`config.mk`:
```
export PLATFORM = sky130hd
export DESIGN_NAME = decoder_stage_nway
export DESIGN_NICKNAME = d
export VERILOG_FILES = /design/src/rtl/du_pkg.sv /design/src/rtl/du_decode_slot.sv /design/src/rtl/decoder_stage_nway.sv
export SDC_FILE = /design/constraint.sdc
export NUM_CORES = 1
export LEC_CHECK = 0
export ABC_AREA = 1
export CAP_MARGIN = 0
export CORE_AREA = 2 2 309 311
export CTS_CLUSTER_DIAMETER = 30
export DETAILED_ROUTE_END_ITERATION = 6
export DIE_AREA = 0 0 311 313
export GPL_TIMING_DRIVEN = 1
export PLACE_DENSITY = 0.57
export SYNTH_ARGS = -nofsm -noshare
export SYNTH_HDL_FRONTEND = slang
export SYNTH_SLANG_ARGS = --single-unit
```
`constraint.sdc`:
```
create_clock -name clk -period 48.2 [get_ports clk]
set_input_delay 9.64 -clock clk [delete_from_list [all_inputs] [get_ports clk]]
set_output_delay 9.64 -clock clk [all_outputs]
set_load 0.1 [all_outputs]
```
`src/rtl/du_pkg.sv`:
```
// Shared opcode constants and decoded-slot types for the N-way decode stage.
package du_pkg;

  localparam logic [6:0] OPC_LUI       = 7'b0110111;
  localparam logic [6:0] OPC_AUIPC     = 7'b0010111;
  localparam logic [6:0] OPC_JAL       = 7'b1101111;
  localparam logic [6:0] OPC_JALR      = 7'b1100111;
  localparam logic [6:0] OPC_BRANCH    = 7'b1100011;
  localparam logic [6:0] OPC_LOAD      = 7'b0000011;
  localparam logic [6:0] OPC_STORE     = 7'b0100011;
  localparam logic [6:0] OPC_OP_IMM    = 7'b0010011;
  localparam logic [6:0] OPC_OP        = 7'b0110011;
  localparam logic [6:0] OPC_OP_IMM_32 = 7'b0011011;
  localparam logic [6:0] OPC_OP_32     = 7'b0111011;
  localparam logic [6:0] OPC_AMO       = 7'b0101111;
  localparam logic [6:0] OPC_SYSTEM    = 7'b1110011;
  localparam logic [6:0] OPC_OP_FP     = 7'b1010011;

  localparam int INST_W  = 32;
  localparam int SHAMT_W = 6;

  typedef enum logic [2:0] {
    IMM_R, IMM_I, IMM_S, IMM_B, IMM_U, IMM_J
  } imm_sel_e;

  typedef struct packed {
    logic [4:0]         rd_addr;
    logic               rd_wen;
    logic [6:0]         opcode;
    logic [2:0]         funct3;
    logic [6:0]         funct7;
    logic [SHAMT_W-1:0] shamt;
  } du_ctrl_t;

  localparam int CTRL_W = $bits(du_ctrl_t);

endpackage

```
`src/rtl/du_decode_slot.sv`:
```
// Single-way combinational RV decoder. Optional illegal-instruction
// detection is enabled by defining DU_ILLEGAL_CHECK_EN.
module du_decode_slot
  import du_pkg::*;
#(
  parameter int XLEN = 64
) (
  input  logic              vld_i,
  input  logic [INST_W-1:0] inst_i,
  output logic [4:0]        rs1_addr_o,
  output logic [4:0]        rs2_addr_o,
  output logic              rs1_ren_o,
  output logic              rs2_ren_o,
  output du_ctrl_t          ctrl_o,
  output logic [XLEN-1:0]   imm_o
`ifdef DU_ILLEGAL_CHECK_EN
  ,output logic             illegal_o
`endif
);

`ifdef DU_ILLEGAL_CHECK_EN
  localparam bit ILL_CHK = 1'b1;
`else
  localparam bit ILL_CHK = 1'b0;
`endif

  function automatic logic signed [31:0] imm32(input imm_sel_e sel, input logic [31:0] in);
    case (sel)
      IMM_I:   return {{20{in[31]}}, in[31:20]};
      IMM_S:   return {{20{in[31]}}, in[31:25], in[11:7]};
      IMM_B:   return {{19{in[31]}}, in[31], in[7], in[30:25], in[11:8], 1'b0};
      IMM_U:   return {in[31:12], 12'b0};
      IMM_J:   return {{11{in[31]}}, in[31], in[19:12], in[20], in[30:21], 1'b0};
      default: return '0;
    endcase
  endfunction

  function automatic logic [SHAMT_W-1:0] shamt_of(input logic [31:0] in);
    return (XLEN == 64) ? in[25:20] : {1'b0, in[24:20]};
  endfunction

  logic [6:0] opc;
  logic [2:0] f3;
  logic [6:0] f7;
  logic       r1, r2, we, unk, sh_en, sys_rw, ill, keep;
  imm_sel_e   sel;
  logic signed [31:0] imm_s;

  assign opc    = inst_i[6:0];
  assign f3     = inst_i[14:12];
  assign f7     = inst_i[31:25];
  assign sys_rw = (f3 != 3'b000) && (f3 != 3'b100);

  always_comb begin
    r1    = 1'b0;
    r2    = 1'b0;
    we    = 1'b0;
    unk   = 1'b0;
    sh_en = 1'b0;
    sel   = IMM_R;
    case (opc)
      OPC_LUI, OPC_AUIPC: begin we = 1'b1; sel = IMM_U; end
      OPC_JAL:            begin we = 1'b1; sel = IMM_J; end
      OPC_JALR:           begin r1 = 1'b1; we = 1'b1; sel = IMM_I; end
      OPC_BRANCH:         begin r1 = 1'b1; r2 = 1'b1; sel = IMM_B; end
      OPC_LOAD:           begin r1 = 1'b1; sel = IMM_I; end
      OPC_STORE:          begin r1 = 1'b1; r2 = 1'b1; sel = IMM_S; end
      OPC_OP_IMM: begin
        r1    = 1'b1;
        we    = 1'b1;
        sel   = IMM_I;
        sh_en = (f3 == 3'b001) || (f3 == 3'b101);
      end
      OPC_OP:             begin r1 = 1'b1; r2 = 1'b1; we = (f7 != 7'b0000001); end
      OPC_OP_IMM_32: begin
        if (XLEN == 64) begin r1 = 1'b1; we = 1'b1; sel = IMM_I; end
        else unk = 1'b1;
      end
      OPC_OP_32: begin
        if (XLEN == 64) begin r1 = 1'b1; r2 = 1'b1; we = (f7 != 7'b0000001); end
        else unk = 1'b1;
      end
      OPC_AMO, OPC_OP_FP: begin r1 = 1'b1; r2 = 1'b1; we = 1'b1; end
      OPC_SYSTEM:         begin r1 = sys_rw; we = sys_rw; sel = IMM_I; end
      default:            unk = 1'b1;
    endcase
  end

  // Illegal ways lose all register-file side effects.
  assign ill  = ILL_CHK && vld_i &&
                (unk || ((opc == OPC_SYSTEM) && (f3 == 3'b100)) ||
                 ((XLEN == 32) && sh_en && inst_i[25]));
  assign keep = vld_i && !ill;

  assign rs1_ren_o  = keep && r1;
  assign rs2_ren_o  = keep && r2;
  assign rs1_addr_o = rs1_ren_o ? inst_i[19:15] : 5'd0;
  assign rs2_addr_o = rs2_ren_o ? inst_i[24:20] : 5'd0;

  assign imm_s = imm32(sel, inst_i);
  assign imm_o = vld_i ? XLEN'(imm_s) : '0;

  always_comb begin
    ctrl_o         = '0;
    ctrl_o.rd_wen  = keep && we;
    ctrl_o.rd_addr = ctrl_o.rd_wen ? inst_i[11:7] : 5'd0;
    if (vld_i) begin
      ctrl_o.opcode = opc;
      ctrl_o.funct3 = f3;
      ctrl_o.funct7 = f7;
      ctrl_o.shamt  = sh_en ? shamt_of(inst_i) : '0;
    end
  end

`ifdef DU_ILLEGAL_CHECK_EN
  assign illegal_o = ill;
`endif

endmodule

```
`src/rtl/decoder_stage_nway.sv`:
```
// N-way decode stage with DEPTH-entry bundle FIFO, valid/ready both sides and flush.
// Optional per-way illegal_o output when DU_ILLEGAL_CHECK_EN is defined.
module decoder_stage_nway
  import du_pkg::*;
#(
  parameter int XLEN  = 64,
  parameter int WAYS  = 2,
  parameter int DEPTH = 2,
  parameter int PID_W = 2
) (
  input  logic                    clk,
  input  logic                    rst,
  input  logic                    flush_i,
  input  logic                    valid_i,
  output logic                    ready_o,
  input  logic [WAYS-1:0]         slot_vld_i,
  input  logic [WAYS*32-1:0]      inst_i,
  input  logic [WAYS*PID_W-1:0]   pid_i,
  output logic [WAYS*5-1:0]       rs1_addr_o,
  output logic [WAYS*5-1:0]       rs2_addr_o,
  output logic [WAYS-1:0]         rs1_ren_o,
  output logic [WAYS-1:0]         rs2_ren_o,
  input  logic [WAYS*XLEN-1:0]    rs1_data_i,
  input  logic [WAYS*XLEN-1:0]    rs2_data_i,
  output logic                    valid_o,
  input  logic                    ready_i,
  output logic [WAYS-1:0]         slot_vld_o,
  output logic [WAYS*PID_W-1:0]   pid_o,
  output logic [WAYS*5-1:0]       rd_addr_o,
  output logic [WAYS-1:0]         rd_wen_o,
  output logic [WAYS*7-1:0]       opcode_o,
  output logic [WAYS*3-1:0]       funct3_o,
  output logic [WAYS*7-1:0]       funct7_o,
  output logic [WAYS*6-1:0]       shamt_o,
  output logic [WAYS*XLEN-1:0]    imm_o,
  output logic [WAYS*XLEN-1:0]    rs1_data_o,
  output logic [WAYS*XLEN-1:0]    rs2_data_o
`ifdef DU_ILLEGAL_CHECK_EN
  ,output logic [WAYS-1:0]        illegal_o
`endif
);

  localparam int PTR_W = $clog2(DEPTH);
  localparam int CNT_W = PTR_W + 1;

  du_ctrl_t        dec_ctrl [WAYS];
  logic [XLEN-1:0] dec_imm  [WAYS];
  logic [XLEN-1:0] wr_rs1   [WAYS];
  logic [XLEN-1:0] wr_rs2   [WAYS];
`ifdef DU_ILLEGAL_CHECK_EN
  logic [WAYS-1:0] dec_ill;
`endif

  for (genvar w = 0; w < WAYS; w++) begin : g_way
    du_decode_slot #(.XLEN(XLEN)) u_dec (
      .vld_i      (slot_vld_i[w]),
      .inst_i     (inst_i[w*32 +: 32]),
      .rs1_addr_o (rs1_addr_o[w*5 +: 5]),
      .rs2_addr_o (rs2_addr_o[w*5 +: 5]),
      .rs1_ren_o  (rs1_ren_o[w]),
      .rs2_ren_o  (rs2_ren_o[w]),
      .ctrl_o     (dec_ctrl[w]),
      .imm_o      (dec_imm[w])
`ifdef DU_ILLEGAL_CHECK_EN
      ,.illegal_o (dec_ill[w])
`endif
    );
    assign wr_rs1[w] = slot_vld_i[w] ? rs1_data_i[w*XLEN +: XLEN] : '0;
    assign wr_rs2[w] = slot_vld_i[w] ? rs2_data_i[w*XLEN +: XLEN] : '0;
  end

  logic [CNT_W-1:0] count_q, count_d;
  logic [PTR_W-1:0] rd_ptr_q, rd_ptr_d, wr_ptr_q, wr_ptr_d;
  logic             push, pop;

  assign ready_o = (count_q != CNT_W'(DEPTH));
  assign valid_o = (count_q != '0);
  assign push    = valid_i && ready_o && !flush_i;
  assign pop     = valid_o && ready_i;

  always_comb begin
    count_d  = count_q;
    rd_ptr_d = rd_ptr_q;
    wr_ptr_d = wr_ptr_q;
    if (flush_i) begin
      count_d  = '0;
      rd_ptr_d = '0;
      wr_ptr_d = '0;
    end else begin
      if (push) wr_ptr_d = wr_ptr_q + 1'b1;
      if (pop)  rd_ptr_d = rd_ptr_q + 1'b1;
      case ({push, pop})
        2'b10:   count_d = count_q + 1'b1;
        2'b01:   count_d = count_q - 1'b1;
        default: count_d = count_q;
      endcase
    end
  end

  always_ff @(posedge clk) begin
    if (rst) begin
      count_q  <= '0;
      rd_ptr_q <= '0;
      wr_ptr_q <= '0;
    end else begin
      count_q  <= count_d;
      rd_ptr_q <= rd_ptr_d;
      wr_ptr_q <= wr_ptr_d;
    end
  end

  // Bundle storage: datapath only, validity is carried by count/pointers.
  du_ctrl_t             ctrl_mem_q [DEPTH][WAYS];
  logic [XLEN-1:0]      imm_mem_q  [DEPTH][WAYS];
  logic [XLEN-1:0]      rs1_mem_q  [DEPTH][WAYS];
  logic [XLEN-1:0]      rs2_mem_q  [DEPTH][WAYS];
  logic [WAYS-1:0]      svld_mem_q [DEPTH];
  logic [WAYS*PID_W-1:0] pid_mem_q [DEPTH];
`ifdef DU_ILLEGAL_CHECK_EN
  logic [WAYS-1:0]      ill_mem_q  [DEPTH];
`endif

  always_ff @(posedge clk) begin
    if (push) begin
      svld_mem_q[wr_ptr_q] <= slot_vld_i;
      pid_mem_q[wr_ptr_q]  <= pid_i;
`ifdef DU_ILLEGAL_CHECK_EN
      ill_mem_q[wr_ptr_q]  <= dec_ill;
`endif
      for (int w = 0; w < WAYS; w++) begin
        ctrl_mem_q[wr_ptr_q][w] <= dec_ctrl[w];
        imm_mem_q[wr_ptr_q][w]  <= dec_imm[w];
        rs1_mem_q[wr_ptr_q][w]  <= wr_rs1[w];
        rs2_mem_q[wr_ptr_q][w]  <= wr_rs2[w];
      end
    end
  end

  always_comb begin
    slot_vld_o = '0;
    pid_o      = '0;
    rd_addr_o  = '0;
    rd_wen_o   = '0;
    opcode_o   = '0;
    funct3_o   = '0;
    funct7_o   = '0;
    shamt_o    = '0;
    imm_o      = '0;
    rs1_data_o = '0;
    rs2_data_o = '0;
    if (valid_o) begin
      slot_vld_o = svld_mem_q[rd_ptr_q];
      pid_o      = pid_mem_q[rd_ptr_q];
      for (int w = 0; w < WAYS; w++) begin
        rd_addr_o[w*5 +: 5]        = ctrl_mem_q[rd_ptr_q][w].rd_addr;
        rd_wen_o[w]                = ctrl_mem_q[rd_ptr_q][w].rd_wen;
        opcode_o[w*7 +: 7]         = ctrl_mem_q[rd_ptr_q][w].opcode;
        funct3_o[w*3 +: 3]         = ctrl_mem_q[rd_ptr_q][w].funct3;
        funct7_o[w*7 +: 7]         = ctrl_mem_q[rd_ptr_q][w].funct7;
        shamt_o[w*6 +: 6]          = ctrl_mem_q[rd_ptr_q][w].shamt;
        imm_o[w*XLEN +: XLEN]      = imm_mem_q[rd_ptr_q][w];
        rs1_data_o[w*XLEN +: XLEN] = rs1_mem_q[rd_ptr_q][w];
        rs2_data_o[w*XLEN +: XLEN] = rs2_mem_q[rd_ptr_q][w];
      end
    end
  end

`ifdef DU_ILLEGAL_CHECK_EN
  assign illegal_o = valid_o ? ill_mem_q[rd_ptr_q] : '0;
`endif

endmodule

```
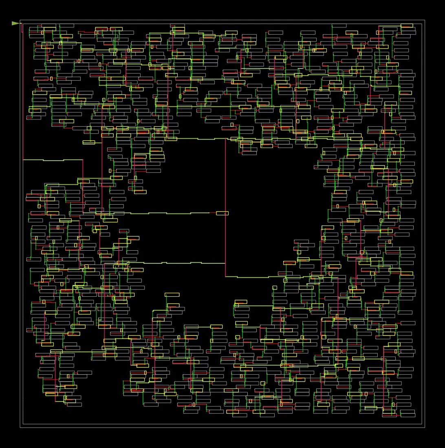
Run 1: clock routing
layout clock buffer count: 201
number of CTS-inserted buffers: 174

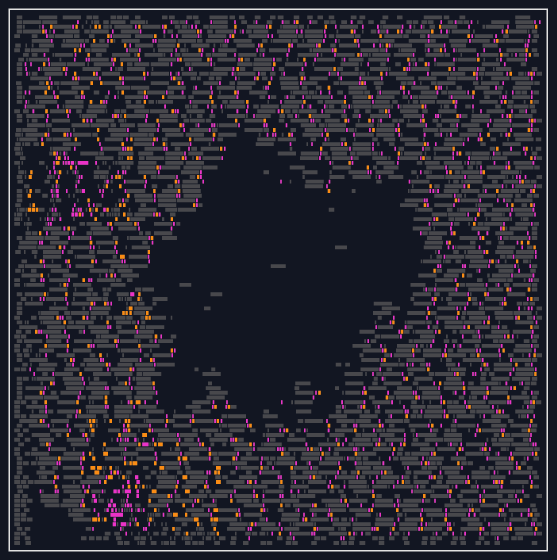
Run 1: logic cells by family
- orange: inverting AOI/OAI gates (cells 498; most used a21oi_1; where widely spread)
- magenta: NAND gates (cells 1148; most used nand2_1; where widely spread)
fraction of area in multi-input gates: 16.0%
final cell count without fillers: 5335
most frequent logic cell in the layout: nand2_1

==> changes_impl.md, run 1 <==
### Implementation results

* Adder share at 0.0375%
* Predominant post-synthesis flop cell: edfxtp_1
* Main logic family: simple AND/OR/NAND/NOR gates
* Sequential Power Share at 36.3%
* Layout fillers at 8437
* Worst-Skew Late Latency at 0.76 ns
* AO/OA Area Share at 7.74%
* CP Cell Sequence: clkdlybuf4s50_1, nand2_2, nor3_4, nand2_4, nand2_1, o21ai_0, nor2_1, clkdlybuf4s50_1
* Fmax at 0.0446 GHz
* Top Ports at 805
* Avg WL per Cell at 20.1 µm
* Placed Area at 42000 µm²
* Synth flops at 773
* Min Hold Slack at 0.438 ns
* Share of post-route cells with drive strength above 1 at 8.39%
* Buffers added on ports at 804
* Hold Fails Final Rpt at 0
* Req. time, crit path at 38.56 ns
* First-pass GRT wire length at 156 mm
* DP Wirelength at 67.3 mm
* Die width at 311 µm
* Vias in the first global route at 24503
* Drt first pass iters at 6
* Ratio of final minimum period to clock period at 46.5%
* Final antenna-violating net count at 0
* Worst setup margin at 25.80 ns
* OpenROAD warning count at 42
* Post-cts sizing count at 0
* Die Size at 97300 µm²
* Slew @ Worst Pin at 1.36 ns
* Total gr overflow at 0
* Synth Area in XOR/XNOR at 0.0263%
* Critical Path Fanout Max at 12
* PD cells at 44.0 nW/µm²
* Most numerous logic cells after layout: nand2_1 (1113), clkdlybuf4s50_1 (798), edfxtp_1 (768), a21oi_1 (448), inv_1 (357)
* Tot Pwr at 2.11 mW
* Final Net Count at 4255
* Slew Limit Fails at 0
* Critical path's top delay family: buffers and inverters
* Bufs and invs on worst path at 2
* Syn_nets at 3494
* Iter 0 DRT Violations at 1709
* Clock share of power at 54.7%
* Syn avg cell area at 10.5 µm²
* Row count at 113
* Arrival time worst endpoint at 12.76 ns
* Gpl congestion at 0.847
* Setup bufs post-CTS at 0
* Ys async rst share at 0%
* Switching pwr at 0.514 mW
* Pleak at 18.9 nW
* Yosys cell types at 37
* RSZ-0062 raised after global routing: no
* Cell taking the most area after synthesis: edfxtp_1
* Yosys stat chip area at 33300 µm²
* Net Sw Frac at 24.4%
* Post-place setup slack at 25.80 ns
* Int Pwr at 1.59 mW
* Initial antenna violation count at 10
* CP Launch Type: primary input
* Final std cell area, no fill at 47900 µm²
* Top cells by area: edfxtp_1 (69%), nand2_1 (13%), a21oi_1 (6.8%)
* Root buffer cell: clkbuf_16
* Synth Warn # at 0
* H-tree depth at 4
* Slew headroom at 9.16%
* Placed cells at 5012
* FP Util at 35.4%
* Worst path slowest cell: clkdlybuf4s50_1
* CTS tree: done
* Combinational power share at 9.1%
* Hold crit path type: reg -> reg
* Via count at 25054
* Status: complete, no violations
* # Max-Cap Violations at 0
* # hold bufs at CTS at 0
* CP endpoint kind: output port
* CP peak stage delay at 1.16 ns
* Synth top cells by count: nand2_1 (1113), edfxtp_1 (768), a21oi_1 (450)
* Simple-gate portion of the synthesized area at 15.0%
* Most frequent cell on the critical path: clkdlybuf4s50_1
* Clock-pin slew on the worst setup and hold paths at 0.04 ns
* Final Skew at 0.0360 ns
* Die Height at 313 µm
* Core ar. at 94200 µm²
* DRC viols at 0
* CP Class: in -> out
* Cell count listed in synth_stat.txt at 3162
* Setup TNS at 0 ns
* Buffer depth of the longest clock path at 3
* Post-layout minimum cycle time at 22.40 ns
* CTS Sinks at 773
* Setup violations, final at 0
* Synthesized area at 33300 µm²
* Vias/cell at 4.70
* Syn-to-layout area delta at 43.6%
* Post-synthesis cell count at 3162
* VDD IR-drop max at 31.4 µV
* Post-synth EDFFs at 768
* Util after Layout at 50.8%
* Dominant cell area share at 69.2%
* Largest net degree at the start of global routing at 182
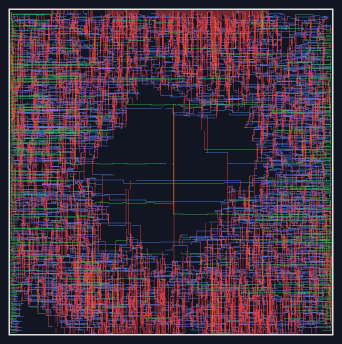
Run 1: wiring by layer
- red: metal 2 (wire length 53.1 mm)
- orange: metal 4 (wire length 1690 µm)
- blue: metal 1 (wire length 43.3 mm)
- purple: metal 5 (wire length 57.0 µm)
- green: metal 3 (wire length 9310 µm)
overall routing resource usage: 21.3%
WL final: 107 mm

run 1: path summary, 6_finish.rpt:
kind	start	endpoint	slack [ns]	cells past startpoint
worst max-delay path	inst_i[32]	rs2_addr_o[6]	25.80	8
worst min-delay path	rd_ptr_q	register	0.44	1
worst max register to register	count_q[0]	rs2_mem_q[1][68]	43.71	7
worst min register to register	rd_ptr_q	register	0.44	1
run 1: registers in the layout, indices dropped and copies added (netlist names), named ones only:
signal and cells:
rs2_mem_q 256, count_q 2, ctrl_mem_q 116, rd_ptr_q 1
imm_mem_q 128, rs1_mem_q 256, svld_mem_q 4, wr_ptr_q 1
pid_mem_q 8
run 1: routing by layer:
metal	GRT usage (%)	vias to the layer above	part of all wire, %
li1	-	11927	-
met1	26.2	12076	40
met2	35.7	904	49
met3	7.64	139	8.7
met4	5.39	8	1.6
met5	0	-	0.053
run 1: layout make-up:
class | count | area, µm² | area share [%]
Clock buffer | 201 | 4480 | 9.35
Multi-Input combinational cell | 1784 | 7650 | 16.0
Sequential cell | 773 | 23200 | 48.4
Antenna cell | 7 | 17.5 | 0.0366
Tap cell | 1265 | 1580 | 3.31
Inverter | 360 | 1360 | 2.84
Clock inverter | 115 | 1340 | 2.80
Timing Repair Buffer | 830 | 8280 | 17.3
run 1: power groups by stage:
stage / sequential (mW) / combinational (mW) / clock, mW
floorplan: 0.786 / 0.121 / 0
global placement: 0.775 / 0.191 / 0
detailed placement: 0.775 / 0.191 / 0
CTS: 0.764 / 0.192 / 1.17
global route: 0.765 / 0.201 / 1.21
finish: 0.764 / 0.191 / 1.15
run 1: worst reg2reg max path: stages, from the launching register on:
cell	delay [ns]
dfxtp_1	0.44
nor2_1	0.08
inv_1	0.08
nand3b_1	0.23
nor2_4	0.65
buf_4	0.82
buf_4	0.81
buf_4	0.94
Run 1, nets reached from selected ports:
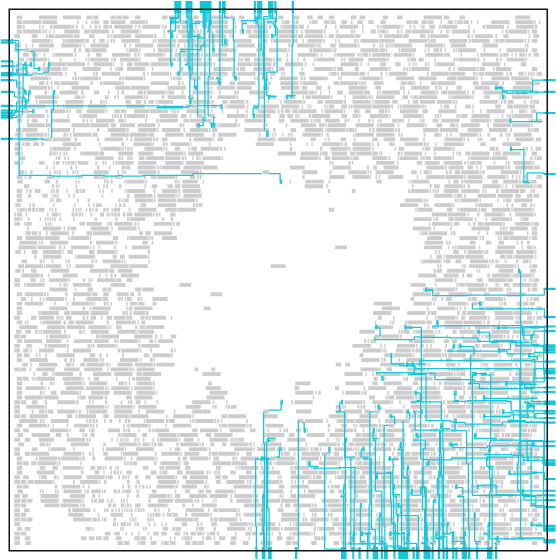

==> run 2, diff against run 1 <==
CORE_AREA = 2 2 312 314   (was 2 2 309 311)
DIE_AREA = 0 0 314 316   (was 0 0 311 313)
clock period = 22.7 ns   (was 48.2 ns; I/O delays follow)
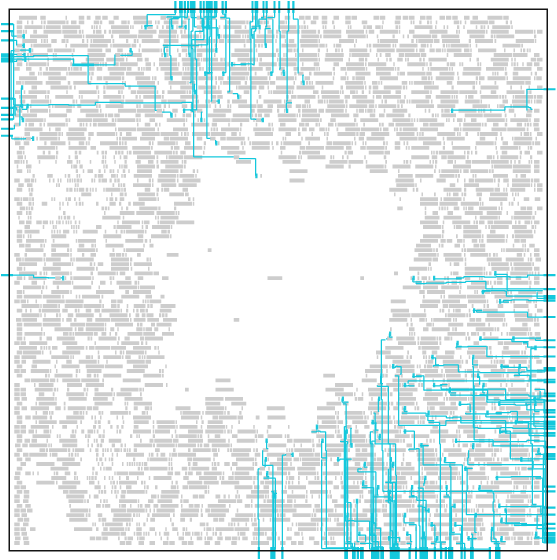
Run 2: nets reached from selected ports
- cyan: rs1_data_i (bits 128; direction input; edge 46 south, 41 east, 27 north, 14 west; end cells 128; buffers 128; wire 6710 µm)
Top Ports: 805
buffers added on ports: 804

==> changes_impl.md, run 2 <==
### Implementation results

* Gpl congestion at 0.886
* Post-synthesis cell count at 3162
* Slew Limit Fails at 0
* Reg area at 23200 µm²
* Largest registers: rs1_mem_q: 256 flops, rs2_mem_q: 256 flops, imm_mem_q: 128 flops
* VDD IR-drop max at 65.7 µV
* CTS tree: done
* Worst-Skew Late Latency at 0.75 ns
* Initial antenna violation count at 13
* Syn_nets at 3494
* Post-synth EDFFs at 768
* Final std cell area, no fill at 47800 µm²
* Yosys cell types at 37
* PD cells at 92.8 nW/µm²
* FP Util at 34.7%
* Req. time, crit path at 18.16 ns
* Die width at 314 µm
* Setup TNS at 0 ns
* Syn avg cell area at 10.5 µm²
* Synthesized area at 33300 µm²
* Adder share at 0.0375%
* Predominant post-synthesis flop cell: edfxtp_1
* Mux share at 0%
* Final antenna-violating net count at 0
* Status: complete, no violations
* Most numerous logic cells after layout: nand2_1 (1113), clkdlybuf4s50_1 (797), edfxtp_1 (768), a21oi_1 (448), inv_1 (357)
* Top cells by area: edfxtp_1 (69%), nand2_1 (13%), a21oi_1 (6.8%)
* Overall routing resource usage at 20.5%
* Share of post-route cells with drive strength above 1 at 8.38%
* CP Class: in -> out
* Iter 0 DRT Violations at 1812
* Final Net Count at 4251
* Ys async rst share at 0%
* DRC viols at 0
* Combinational Area at 7650 µm²
* # hold bufs at CTS at 0
* Synth top cell by count: nand2_1
* Simple-gate portion of the synthesized area at 15.0%
* Fmax at 0.0823 GHz
* Slew headroom at 20.9%
* Post-layout minimum cycle time at 12.15 ns
* Final Skew at 0.0545 ns
* Synth top cells by count: nand2_1 (1113), edfxtp_1 (768), a21oi_1 (450)
* Via count at 25025
* Dominant cell area share at 69.2%
* Yosys stat chip area at 33300 µm²
* Vias/cell at 4.69
* Placed Area at 42100 µm²
* Cell taking the most area after synthesis: edfxtp_1
* Root buffer cell: clkbuf_16
* DP Wirelength at 66.4 mm
* Placed cells at 5022
* H-tree depth at 4
* CP Launch Type: primary input
* Buffer depth of the longest clock path at 3
* WL final at 105 mm
* Pleak at 18.8 nW
* Cell count listed in synth_stat.txt at 3162
* Total gr overflow at 0
* Avg WL per Cell at 19.7 µm
* Most frequent logic cell in the layout: nand2_1
* Worst setup margin at 10.55 ns
* Post-cts sizing count at 0
* RSZ-0062 raised after global routing: no
* Number of CTS-inserted buffers at 171
* CP endpoint kind: output port
* Synth Seq Share at 69.5%
* CTS Sinks at 773
* Ratio of final minimum period to clock period at 53.5%
* Hold Fails Final Rpt at 0
* Die Size at 99200 µm²
* Row count at 114
* Util after Layout at 49.8%
* Largest net degree at the start of global routing at 181
* Synth flops at 773
* # Max-Cap Violations at 0
* Tot Pwr at 4.44 mW
* Setup violations, final at 0
* Main logic family: simple AND/OR/NAND/NOR gates
* Synth Warn # at 0
* Arrival time worst endpoint at 7.61 ns
* Setup bufs post-CTS at 0
* Critical Path Fanout Max at 13
* Drt first pass iters at 6
* Clock-pin slew on the worst setup and hold paths at 0.04 ns
* AO/OA Area Share at 7.74%
* Layout fillers at 8678
* Vias in the first global route at 24444
* Post-place setup slack at 10.54 ns
* Core ar. at 96000 µm²
* OpenROAD warning count at 47
* Min Hold Slack at 0.439 ns
* Synth Area in XOR/XNOR at 0.0263%
* Hold crit path type: reg -> reg
* First-pass GRT wire length at 153 mm
* Die Height at 316 µm
* Syn-to-layout area delta at 43.5%
* Slew @ Worst Pin at 1.18 ns
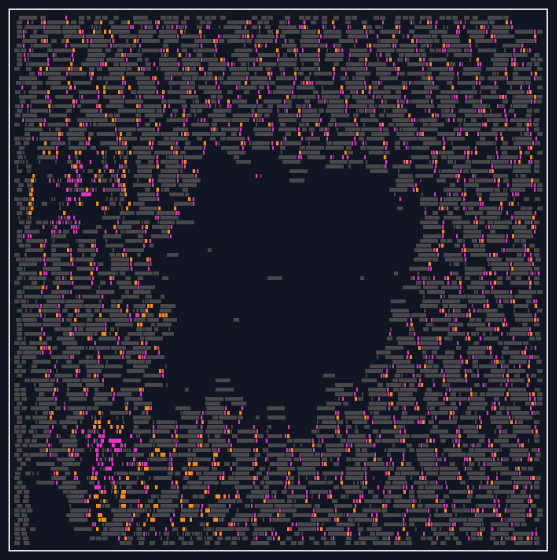
Run 2: logic cells by family
- magenta: NAND gates (cells 1148; most used nand2_1; where widely spread)
- orange: inverting AOI/OAI gates (cells 498; most used a21oi_1; where widely spread)
fraction of area in multi-input gates: 16.0%
final cell count without fillers: 5338

==> run 2: cell counts after synthesis <==
No cell type changed its count.
==> run 2: final cells by class <==
| class | count | area share (%) |
|---|---|---|
| tap | 1276 | 3.34 |
| clock inverter | 118 | 2.86 |
| inverter | 360 | 2.84 |
| sequential | 773 | 48.4 |
| timing repair buffer | 829 | 17.3 |
| antenna | 5 | 0.0262 |
| multi-input combinational | 1784 | 16.0 |
| clock buffer | 193 | 9.16 |
==> run 2: worst max-delay path: stages <==
cell and delay (ns):
clkdlybuf4s50_1 0.68, nand2_1 0.18, inv_1 0.09, nand2_2 0.20, o21ai_0 0.23, nor2_1 0.07
nand3_1 0.09, nand2_1 0.21, nor2_1 0.16, clkdlybuf4s50_1 1.15
==> run 2: final timing paths <==
path	slack (ns)	to	from	cells past startpoint
setup reg to reg	18.85	rs1_mem_q[1][88]	count_q[0]	7
hold reg to reg	0.44	register	rd_ptr_q	1
setup / recovery	10.55	rs1_addr_o[2]	inst_i[5]	10
hold / removal	0.44	register	rd_ptr_q	1
==> run 2: cell families after synthesis <==
kind of cell | Yosys count
flops | 773
simple gates | 1284
buf+inv | 605
fa+ha+maj | 1
compound gates | 498
xor+xnor | 1
==> run 2: metal layers <==
| layer | part of all wire [%] | track usage [%] |
|---|---|---|
| met4 | 1.8 | 6.13 |
| met1 | 40 | 24.8 |
| met5 | 0.070 | 0 |
| met2 | 49 | 34.4 |
| met3 | 9.0 | 7.31 |
==> run 2: where the power goes <==
group | switching, mW | total (mW) | internal [mW]
combinational | 0.291 | 0.403 | 0.112
clock | 0.784 | 2.42 | 1.63
sequential | 0.00787 | 1.62 | 1.61
total | 1.08 | 4.44 | 3.36
Run 2, wiring by layer:
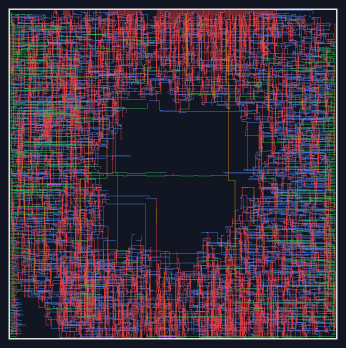

==> run 3, diff against run 2 <==
clock period = 12.7 ns   (was 22.7 ns; I/O delays follow)
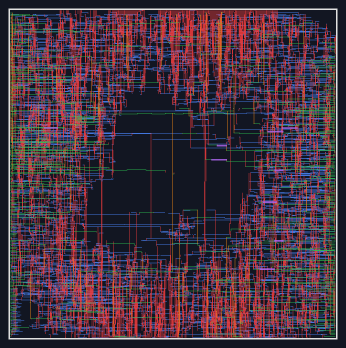
Run 3: wiring by layer
- purple: metal 5 (wire length 101 µm)
- orange: metal 4 (wire length 2840 µm)
- red: metal 2 (wire length 52.3 mm)
- green: metal 3 (wire length 10100 µm)
- blue: metal 1 (wire length 40.6 mm)
Avg WL per Cell: 19.8 µm
WL final: 106 mm
via count: 25053
overall routing resource usage: 20.7%

==> changes_impl.md, run 3 <==
### Implementation results

* Status: complete, no violations
* Hold crit path type: reg -> reg
* CP Cell Sequence: clkdlybuf4s50_1, nand2_2, nor3_4, nand2_4, nand2_1, o21ai_0, nor2_1, clkdlybuf4s50_1
* # Max-Cap Violations at 0
* Die Height at 316 µm
* Layout fillers at 8599
* Fmax at 0.124 GHz
* Dominant cell area share at 69.2%
* Largest registers: rs1_mem_q: 256 flops, rs2_mem_q: 256 flops, imm_mem_q: 128 flops
* Ratio of final minimum period to clock period at 63.7%
* Buffers added on ports at 804
* Post-layout minimum cycle time at 8.09 ns
* Post-synthesis cell count at 3162
* RSZ-0062 raised after global routing: no
* Final Skew at 0.0248 ns
* Yosys cell types at 37
* Worst path slowest cell: clkdlybuf4s50_1
* Syn avg cell area at 10.5 µm²
* Placed Area at 42100 µm²
* Main logic family: simple AND/OR/NAND/NOR gates
* Flop2flop setup slack at 8.94 ns
* CP endpoint kind: output port
* Final antenna-violating net count at 0
* Synth flops at 773
* Util after Layout at 50.3%
* Root buffer cell: clkbuf_16
* Buffer depth of the longest clock path at 3
* Final Net Count at 4257
* Slew headroom at 17.2%
* DP Wirelength at 67.6 mm
* Setup violations, final at 0
* DRC viols at 0
* Ys async rst share at 0%
* Critical Path Fanout Max at 12
* Number of CTS-inserted buffers at 173
* Most numerous logic cells after layout: nand2_1 (1113), clkdlybuf4s50_1 (798), edfxtp_1 (768), a21oi_1 (448), inv_1 (357)
* Req. time, crit path at 10.16 ns
* Post-synth EDFFs at 768
* Die Size at 99200 µm²
* Synth Area in XOR/XNOR at 0.0263%
* Placed cells at 5026
* OpenROAD warning count at 36
* Slew @ Worst Pin at 1.24 ns
* Mux share at 0%
* AO/OA Area Share at 7.74%
* Worst-Skew Late Latency at 0.75 ns
* Total gr overflow at 0
* Simple-gate portion of the synthesized area at 15.0%
* Largest net degree at the start of global routing at 169
* Setup bufs post-CTS at 0
* VDD IR-drop max at 113 µV
* Synth Seq Share at 69.5%
* Iter 0 DRT Violations at 1759
* Top cells by area: edfxtp_1 (69%), nand2_1 (13%), a21oi_1 (6.8%)
* Die width at 314 µm
* CTS Sinks at 773
* Setup TNS at 0 ns
* Tot Pwr at 8.24 mW
* Gpl congestion at 0.844
* FP Util at 34.7%
* Adder share at 0.0375%
* Predominant post-synthesis flop cell: edfxtp_1
* Synth top cells by count: nand2_1 (1113), edfxtp_1 (768), a21oi_1 (450)
* Most frequent cell on the critical path: clkdlybuf4s50_1
* Core ar. at 96000 µm²
* Cell taking the most area after synthesis: edfxtp_1
* # hold bufs at CTS at 0
* Final std cell area, no fill at 48200 µm²
* Vias in the first global route at 24813
* Cell count listed in synth_stat.txt at 3162
* Hold Fails Final Rpt at 0
* Clock-pin slew on the worst setup and hold paths at 0.04 ns
* Critical path's top delay family: buffers and inverters
* Synthesized area at 33300 µm²
* Post-place setup slack at 4.59 ns
* Worst setup margin at 4.61 ns
* CTS tree: done
* Slew Limit Fails at 0
* Syn_nets at 3494
* Share of post-route cells with drive strength above 1 at 9.08%
* Synth Warn # at 0
* CP Class: in -> out
* Yosys stat chip area at 33300 µm²
* PD cells at 171 nW/µm²
* Bufs and invs on worst path at 2
* Top Ports at 805
* H-tree depth at 4
* Row count at 114
* Initial antenna violation count at 27
* CP peak stage delay at 1.15 ns
* Pleak at 19.0 nW
* Most frequent logic cell in the layout: nand2_1
* Post-cts sizing count at 0
* Vias/cell at 4.67
* Drt first pass iters at 7
* Synth top cell by count: nand2_1
* Syn-to-layout area delta at 44.7%
* CP Launch Type: primary input
* Arrival time worst endpoint at 5.55 ns
* First-pass GRT wire length at 153 mm
* Min Hold Slack at 0.449 ns
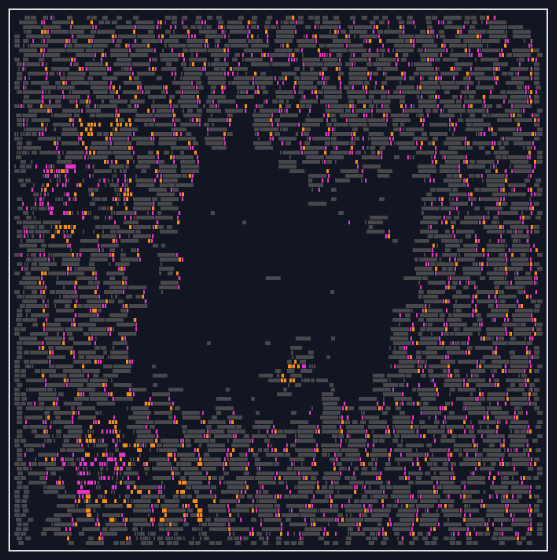
Run 3: logic cells by family
- orange: inverting AOI/OAI gates (cells 498; most used a21oi_1; where widely spread)
- magenta: NAND gates (cells 1148; most used nand2_1; where widely spread)
fraction of area in multi-input gates: 15.8%
final cell count without fillers: 5366

[run 3: cell counts after synthesis]
No cell type changed its count.
[run 3: where the power goes]
| group | switching, mW | internal (mW) | total [mW] |
|---|---|---|---|
| Clock | 1.44 | 3.18 | 4.62 |
| Combinational | 0.523 | 0.199 | 0.723 |
| Sequential | 0.0139 | 2.88 | 2.90 |
| Total | 1.98 | 6.26 | 8.24 |
[run 3: routing by layer]
metal / up-vias / GRT usage (%) / routed length, µm
met1: 11953 / 23.9 / 40600
met4: 18 / 7.62 / 2840
li1: 11955 / - / -
met2: 927 / 34.6 / 52300
met3: 200 / 8.56 / 10100
met5: - / 0 / 101
[run 3: logic make-up (layout without fill, tap and decap cells)]
| logic type | count (synthesis) | after routing |
|---|---|---|
| simple gates | 1284 | 1284 |
| compound gates | 498 | 498 |
| buf+inv | 605 | 1519 |
| other cells | 0 | 14 |
| flops | 773 | 773 |
| xor+xnor | 1 | 1 |
| fa+ha+maj | 1 | 1 |
[run 3: final timing paths]
check | startpoint | endpoint | cells past startpoint
worst max register to register | count_q[0] | rs2_mem_q[1][40] | 7
worst min register to register | rd_ptr_q | rd_ptr_q | 1
worst min-delay path | rd_ptr_q | rd_ptr_q | 1
worst max-delay path | inst_i[32] | rs2_addr_o[8] | 8
[run 3: layout make-up]
cell class              instances  area [µm²]  share of cell area [%]
flip-flops and latches        773       23200                    48.0
repair buffers                833        8290                    17.2
multi-input cells            1784        7650                    15.8
clock buffers                 195        4540                    9.41
clock inverters               131        1610                    3.34
well taps                    1276        1600                    3.31
inverters                     360        1360                    2.82
diodes                         14        35.0                  0.0726
[run 3: worst register-to-register path, stage by stage (launching register included)]
cell	delay, ns
dfxtp_1	0.45
nor2_1	0.08
inv_1	0.08
nand3b_1	0.24
nor2_4	0.14
buf_4	0.60
buf_4	0.84
buf_4	0.87
Power figures rest on the tool's default switching activity, not on a simulated workload.
